**Run 1: signal wires on met2**

Cells faint in the background.
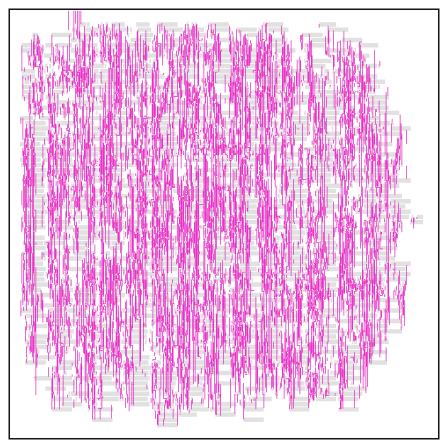
**Run 1: routing congestion**

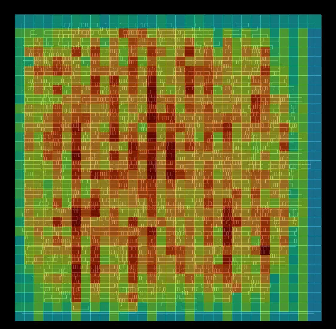
**Run 1: routed metal, one color a layer**

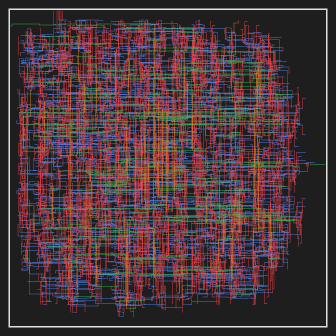
**Run 1: routed clock nets over the placement**

Bar = 50 µm.
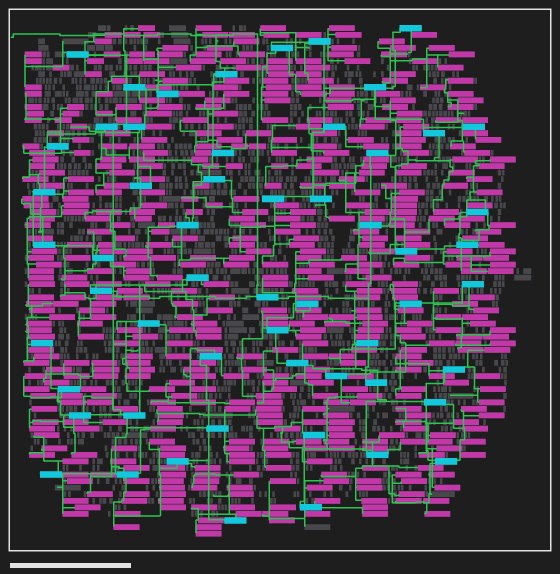
## src/rtl/bus_pkg.sv

```systemverilog
`default_nettype none
// ============================================================================
//  Module   : bus_pkg
//  Purpose  : Shared types and widths for the serial-bus responder.
//  Revision : 1.0 - initial release
// ============================================================================
package bus_pkg;

  // Frame field widths on the serial bus
  localparam int ADDR_W = 16;
  localparam int DATA_W = 8;
  localparam int ID_W   = 4;

  // Bit counter width; large enough to count the 16-bit address phase
  localparam int CNT_W  = 4;

  // Responder protocol states
  typedef enum logic [2:0] {
    IDLE     = 3'd0,
    ADDR     = 3'd1,
    AACK1    = 3'd2,
    AACK2    = 3'd3,
    WDATA    = 3'd4,
    WACK     = 3'd5,
    RDATA    = 3'd6,
    WAIT_END = 3'd7
  } bus_slave_state_t;

endpackage
`default_nettype wire

```

## src/rtl/slave_mem.sv

```systemverilog
`default_nettype none
// ============================================================================
//  Module   : slave_mem
//  Purpose  : 2^MEM_AW x 8 local register file. Synchronous write,
//             combinational read, synchronous active-low clear of every byte.
//  Revision : 1.0 - initial release
// ============================================================================
module slave_mem
  import bus_pkg::*;
#(
  parameter int MEM_AW = 6
) (
  input  logic              CLK,
  input  logic              RSTN,
  input  logic              we_i,
  input  logic [MEM_AW-1:0] waddr_i,
  input  logic [DATA_W-1:0] wdata_i,
  input  logic [MEM_AW-1:0] raddr_i,
  output logic [DATA_W-1:0] rdata_o
);

  localparam int DEPTH = 2 ** MEM_AW;

  logic [DATA_W-1:0] mem_q [DEPTH];

  // Byte storage: clear all bytes on reset, otherwise single-byte write
  always_ff @(posedge CLK) begin
    if (!RSTN) begin
      for (int i = 0; i < DEPTH; i++) begin
        mem_q[i] <= '0;
      end
    end else if (we_i) begin
      mem_q[waddr_i] <= wdata_i;
    end
  end

  assign rdata_o = mem_q[raddr_i];

endmodule
`default_nettype wire

```

## src/rtl/bus_slave.sv

```systemverilog
`default_nettype none
// ============================================================================
//  Module   : bus_slave
//  Purpose  : Target end of the bit-serial bus. Receives a 16-bit address
//             and R/W flag, matches ADDR[15:12] against SLAVE_ID, then either
//             accepts a write byte into local memory or shifts a read byte
//             out. All outputs are registered.
//  Revision : 1.0 - initial release
// ============================================================================
module bus_slave
  import bus_pkg::*;
#(
  parameter logic [ID_W-1:0] SLAVE_ID = 4'd1,
  parameter int              MEM_AW   = 6
) (
  input  logic CLK,
  input  logic RSTN,
  input  logic B_UTIL,
  input  logic B_RW,
  input  logic B_BUS_IN,
  output logic B_BUS_OUT,
  output logic B_ACK,
  output logic S_BSY
);

  // --------------------------------------------------------------------------
  // State and datapath registers
  // --------------------------------------------------------------------------
  bus_slave_state_t  state_q;
  logic [CNT_W-1:0]  cnt_q;
  logic [ADDR_W-1:0] addr_q;
  logic              rw_q;
  logic [DATA_W-1:0] wsr_q;
  logic [DATA_W-1:0] rsr_q;
  logic              ack_q;
  logic              out_q;
  logic              bsy_q;

  // Next values of the two serial-in shift registers
  logic [ADDR_W-1:0] addr_d;
  logic [DATA_W-1:0] wsr_d;
  logic              id_match;
  logic              abort;

  // Memory interface
  logic              mem_we;
  logic [DATA_W-1:0] mem_rdata;

  assign addr_d   = {addr_q[ADDR_W-2:0], B_BUS_IN};
  assign wsr_d    = {wsr_q[DATA_W-2:0], B_BUS_IN};

  // The ID is judged on the address as it will look once bit 0 is shifted in
  assign id_match = (addr_d[ADDR_W-1:ADDR_W-ID_W] == SLAVE_ID);

  // Frame-valid dropping mid-transaction abandons the frame
  assign abort    = !B_UTIL && (state_q != IDLE) && (state_q != WAIT_END);

  // The last write-data bit arrives on the 7th WDATA edge; the byte is
  // committed on that same edge using the not-yet-registered shift value
  assign mem_we   = RSTN && B_UTIL && (state_q == WDATA) && (cnt_q == 4'd7);

  // --------------------------------------------------------------------------
  // Local byte memory; only the low MEM_AW address bits index it, so the
  // bits between MEM_AW and the ID field alias
  // --------------------------------------------------------------------------
  slave_mem #(
    .MEM_AW (MEM_AW)
  ) u_mem (
    .CLK     (CLK),
    .RSTN    (RSTN),
    .we_i    (mem_we),
    .waddr_i (addr_q[MEM_AW-1:0]),
    .wdata_i (wsr_d),
    .raddr_i (addr_q[MEM_AW-1:0]),
    .rdata_o (mem_rdata)
  );

  // Protocol FSM with bit counter, shift registers and registered outputs
  always_ff @(posedge CLK) begin
    if (!RSTN) begin
      state_q <= IDLE;
      cnt_q   <= '0;
      addr_q  <= '0;
      rw_q    <= 1'b0;
      wsr_q   <= '0;
      rsr_q   <= '0;
      ack_q   <= 1'b0;
      out_q   <= 1'b0;
      bsy_q   <= 1'b0;
    end else if (abort) begin
      // Partial byte is discarded; no ACK follows
      state_q <= IDLE;
      cnt_q   <= '0;
      wsr_q   <= '0;
      ack_q   <= 1'b0;
      out_q   <= 1'b0;
      bsy_q   <= 1'b0;
    end else begin
      ack_q <= 1'b0;
      out_q <= 1'b0;
      case (state_q)
        IDLE: begin
          // Edge 0: first address bit and the R/W flag arrive together
          if (B_UTIL) begin
            addr_q  <= {{(ADDR_W-1){1'b0}}, B_BUS_IN};
            rw_q    <= B_RW;
            cnt_q   <= 4'd1;
            state_q <= ADDR;
            bsy_q   <= 1'b1;
          end
        end

        ADDR: begin
          addr_q <= addr_d;
          if (cnt_q == 4'd15) begin
            cnt_q <= '0;
            if (id_match) begin
              state_q <= AACK1;
              ack_q   <= 1'b1;
            end else begin
              state_q <= WAIT_END;
            end
          end else begin
            cnt_q <= cnt_q + 4'd1;
          end
        end

        AACK1: begin
          state_q <= AACK2;
          ack_q   <= 1'b1;
        end

        AACK2: begin
          // The data phase starts on this edge: the master's first write bit
          // is already valid, and the first read bit must be on the wire in
          // the following cycle
          if (rw_q) begin
            wsr_q   <= {{(DATA_W-1){1'b0}}, B_BUS_IN};
            cnt_q   <= 4'd1;
            state_q <= WDATA;
          end else begin
            rsr_q   <= mem_rdata;
            out_q   <= mem_rdata[DATA_W-1];
            cnt_q   <= '0;
            state_q <= RDATA;
          end
        end

        WDATA: begin
          wsr_q <= wsr_d;
          if (cnt_q == 4'd7) begin
            cnt_q   <= '0;
            state_q <= WACK;
            ack_q   <= 1'b1;
          end else begin
            cnt_q <= cnt_q + 4'd1;
          end
        end

        WACK: begin
          state_q <= WAIT_END;
        end

        RDATA: begin
          rsr_q <= {rsr_q[DATA_W-2:0], 1'b0};
          if (cnt_q == 4'd7) begin
            cnt_q   <= '0;
            state_q <= WAIT_END;
          end else begin
            out_q <= rsr_q[DATA_W-2];
            cnt_q <= cnt_q + 4'd1;
          end
        end

        WAIT_END: begin
          // The master must release frame-valid before a new frame starts
          if (!B_UTIL) begin
            state_q <= IDLE;
            bsy_q   <= 1'b0;
          end
        end

        default: begin
          state_q <= IDLE;
          bsy_q   <= 1'b0;
        end
      endcase
    end
  end

  // Bits that shift out of the registers without ever being observed
  logic unused_bits;
  assign unused_bits = ^{addr_q[ADDR_W-1], rsr_q[DATA_W-1]};

  assign B_BUS_OUT = out_q;
  assign B_ACK     = ack_q;
  assign S_BSY     = bsy_q;

endmodule
`default_nettype wire

```

## config.mk

```make
export PLATFORM = sky130hd
export DESIGN_NAME = bus_slave
export DESIGN_NICKNAME = d
export VERILOG_FILES = /design/src/rtl/bus_pkg.sv /design/src/rtl/slave_mem.sv /design/src/rtl/bus_slave.sv
export SDC_FILE = /design/constraint.sdc
export NUM_CORES = 1
export LEC_CHECK = 0
export ABC_AREA = 1
export CAP_MARGIN = 25
export CORE_MARGIN = 5
export CORE_UTILIZATION = 55
export CTS_CLUSTER_SIZE = 28
export DETAILED_ROUTE_END_ITERATION = 7
export GPL_ROUTABILITY_DRIVEN = 0
export PLACE_DENSITY = 0.71
export SLEW_MARGIN = 10
export SYNTH_ARGS = -nofsm -noshare
export SYNTH_HDL_FRONTEND = slang
export SYNTH_SLANG_ARGS = --single-unit
```

## constraint.sdc

```tcl
create_clock -name CLK -period 3.1 [get_ports CLK]
set_clock_uncertainty 0.1 [all_clocks]
set_input_delay 0.62 -clock CLK [delete_from_list [all_inputs] [get_ports CLK]]
set_output_delay 0.62 -clock CLK [all_outputs]
set_load 0.05 [all_outputs]
```

==> flow_metrics.env, run 1 <==
# physical design summary
export IMPL_post_cts_resized_instances=0
export IMPL_postSynthNetCount=2678
export IMPL_reg2reg_slack_ns=0.31
export IMPL_clock_root_buffer="clkbuf_16"
export IMPL_port_buffers=7
export IMPL_max_clock_path_buffers=3
export IMPL_worstPathRequired_ns=3.28
export IMPL_numPlacedInstances=3222
export IMPL_async_reset_ff_share_pct=0
export IMPL_grt_overflow_total=0
export IMPL_yosysMostFrequentCell="nand2_1"
export IMPL_min_to="addr_q[14]$_SDFFE_PN0P_"
export IMPL_min_delay_path_depth=2
export IMPL_critical_path_max_stage_delay_ns=0.37
export IMPL_ys_types=28
export IMPL_layout_clock_cell_area_share_pct=6.51
export IMPL_timing_final_setup_violations=0
export IMPL_report_final_slew_viol_count=0
export IMPL_run_status="completed"
export IMPL_layout_area_overhead_vs_synth_pct=12.7
export IMPL_yosysTopAreaCell="edfxtp_1"
export IMPL_ys_warn_count=0
export IMPL_wl_per_cell_um=20.3
export IMPL_design_final_nets=2688
export IMPL_clk_pin_slew_worst_paths_ns=0.06
export IMPL_synth_yosys_chip_area_um2=25100
export IMPL_floorplan_die_area_um2=50100
export IMPL_synthXorXnorAreaFrac_pct=0.0348
Back to the opening pictures, 'signal wires on met2':
The wires run mostly vertical. The longest straight run is 72.4 µm. The layer holds 48% of the routed length.
Final Routed Wirelength: 67500 µm
vias after detailed routing: 19600
met2 track demand over resource in global routing: 44.4%

Back to the opening pictures, 'routing congestion':
highest-utilization routing layer at the global route stage: met2
total routing resource utilization after global routing: 26.8%

Back to the opening pictures, 'routed metal, one color a layer':
Red stands for metal 2, wire length 32.4 mm. Green stands for metal 3, wire length 6650 µm. Orange stands for metal 4, wire length 2540 µm. Blue stands for metal 1, wire length 25.9 mm.

Back to the opening pictures, 'routed clock nets over the placement':
Magenta stands for flip-flops, count 558. Green stands for clock wires, length 6440 µm. Cyan stands for clock drivers, count 56.
There are 57 routed clock nets.

[run 1: power groups by stage]
stage	clock network [µW]	logic [µW]	registers, µW
global route	7230	2860	8740
global placement	0	2480	8860
finish	6880	2590	8710
CTS	6910	2550	8710
floorplan	0	1790	8790
detailed placement	0	2540	8870
[run 1: routing by layer]
layer	vias up	GRT usage, %	share of wire, %
li1	9026	-	-
met1	9278	36.4	38
met2	1091	44.4	48
met3	157	3.70	9.8
met4	0	10.2	3.8
met5	-	0	0
[run 1: tightest hold or removal path, stage by stage (launching register included)]
cell	delay (ns)
dfxtp_1	0.31
nand2_1	0.06
a21oi_1	0.05
[run 1: through the flow]
step                      total power [µW]  setup WS [ns]
after detailed placement             11400         0.0721
final                                18200          0.312
after global placement               11300          0.138
after floorplan                      10600          0.486
after global routing                 18800         0.0475
after CTS                            18200          0.329
**Run 1: signal wires on met3**

Bar = 50 µm. Cells faint in the background.
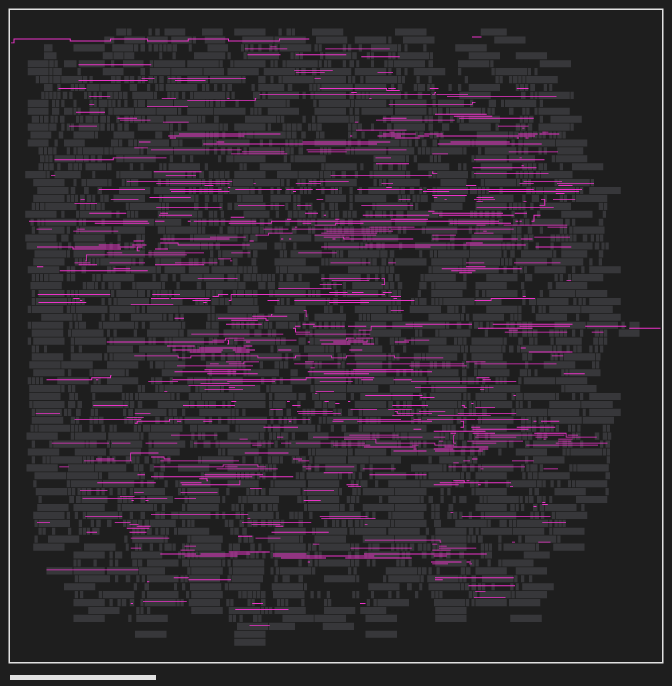

==> run 1 -> run 2 <==
Settings changed: PLACE_DENSITY 0.71 to unset, PLACE_DENSITY_LB_ADDON set to 0.25.
**Run 2: signal wires on met3**

Bar = 50 µm. Cells faint in the background.
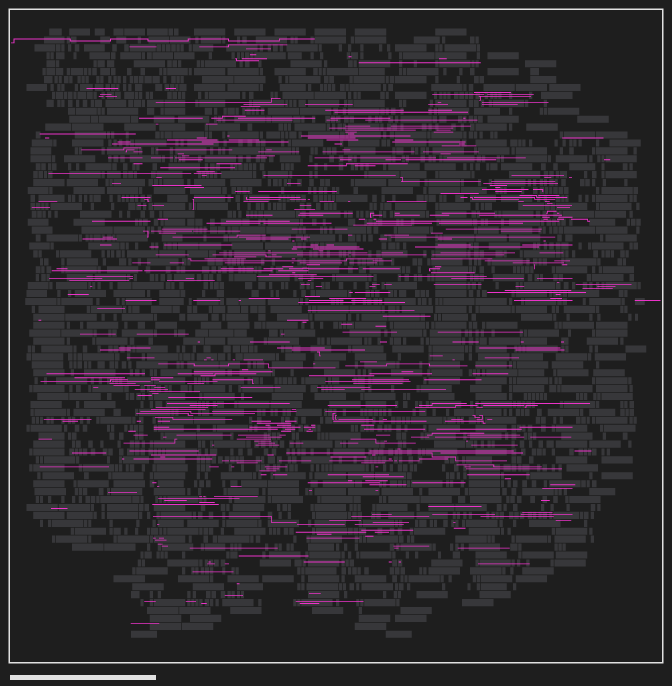
The layer holds 10% of the routed length. 273 nets have wire on it. The layer carries 6830 µm of wire. The longest straight run is 62.6 µm.

**Run 2: signal wires on met2**

Cells faint in the background.
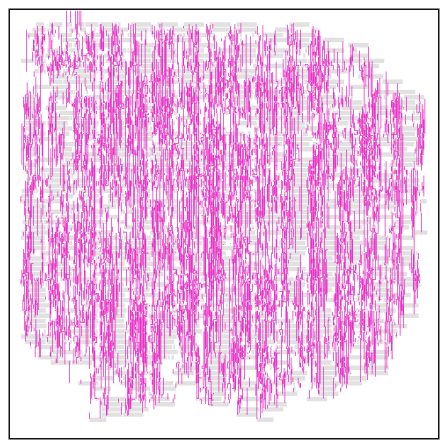
2183 nets have wire on it. The layer carries 32.4 mm of wire. The layer holds 48% of the routed length. The wires run mostly vertical.
met2 track demand over resource in global routing: 44.3%
Final Routed Wirelength: 67500 µm

==> run 2 against run 1 <==
Effect of this change: critical path type unchanged; sequential power fell by 0.5%; synthesized cell count unchanged; via count grew 0.36%; global-route usage hardly changed; routed wire length hardly changed; total power decreased by 0.77%.
==> flow_metrics.env, run 2 <==
# physical design summary
export IMPL_dr_wl_met2_um=32400
export IMPL_critical_path_max_stage_delay_ns=0.38
export IMPL_design_final_nets=2698
export IMPL_grt_overflow_total=0
export IMPL_vias=19600
export IMPL_route_met3_wl_um=6830
export IMPL_yosysTopAreaCell="edfxtp_1"
export IMPL_min_delay_path_depth=2
export IMPL_ys_warn_count=0
export IMPL_ys_types=28
export IMPL_clk_pin_slew_worst_paths_ns=0.07
export IMPL_synth_yosys_chip_area_um2=25100
export IMPL_min_to="rsr_q[3]$_SDFFE_PN0P_"
export IMPL_timing_final_setup_violations=0
export IMPL_run_status="completed"
export IMPL_layout_area_overhead_vs_synth_pct=12.8
export IMPL_pre_cts_slack_ns=0.0451
export IMPL_worstPathRequired_ns=3.27
export IMPL_yosysMostFrequentCell="nand2_1"
export IMPL_wl_per_cell_um=20.3
export IMPL_maxUsedRoutingLayer="met4"
export IMPL_report_final_slew_viol_count=0
export IMPL_post_cts_resized_instances=0
export IMPL_async_reset_ff_share_pct=0
export IMPL_port_buffers=7
## run 2: cell counts after synthesis
Identical to the previous run, type by type.
## run 2: final cells by class
class                      instances  share of cell area, %
clock inverter                    30                   1.09
sequential                       558                   57.5
tap                              600                   2.65
timing repair buffer             144                   4.61
inverter                          42                  0.582
multi-input combinational       1888                   28.2
clock buffer                      70                   5.34
## run 2: worst reg2reg max path, cell delays in order (launching register included)
cell	delay (ns)
dfxtp_1	0.38
ha_1	0.19
nand2_1	0.09
nor2_1	0.27
nand2_1	0.19
nor3_4	0.23
inv_2	0.21
nor4_2	0.29
buf_4	0.27
nand2_1	0.10
nand2_1	0.26
## run 2: power by group
group	switching (µW)	internal, µW
clock network	2830	3940
logic	1890	713
registers	138	8540
Power and IR drop assume default switching activity.
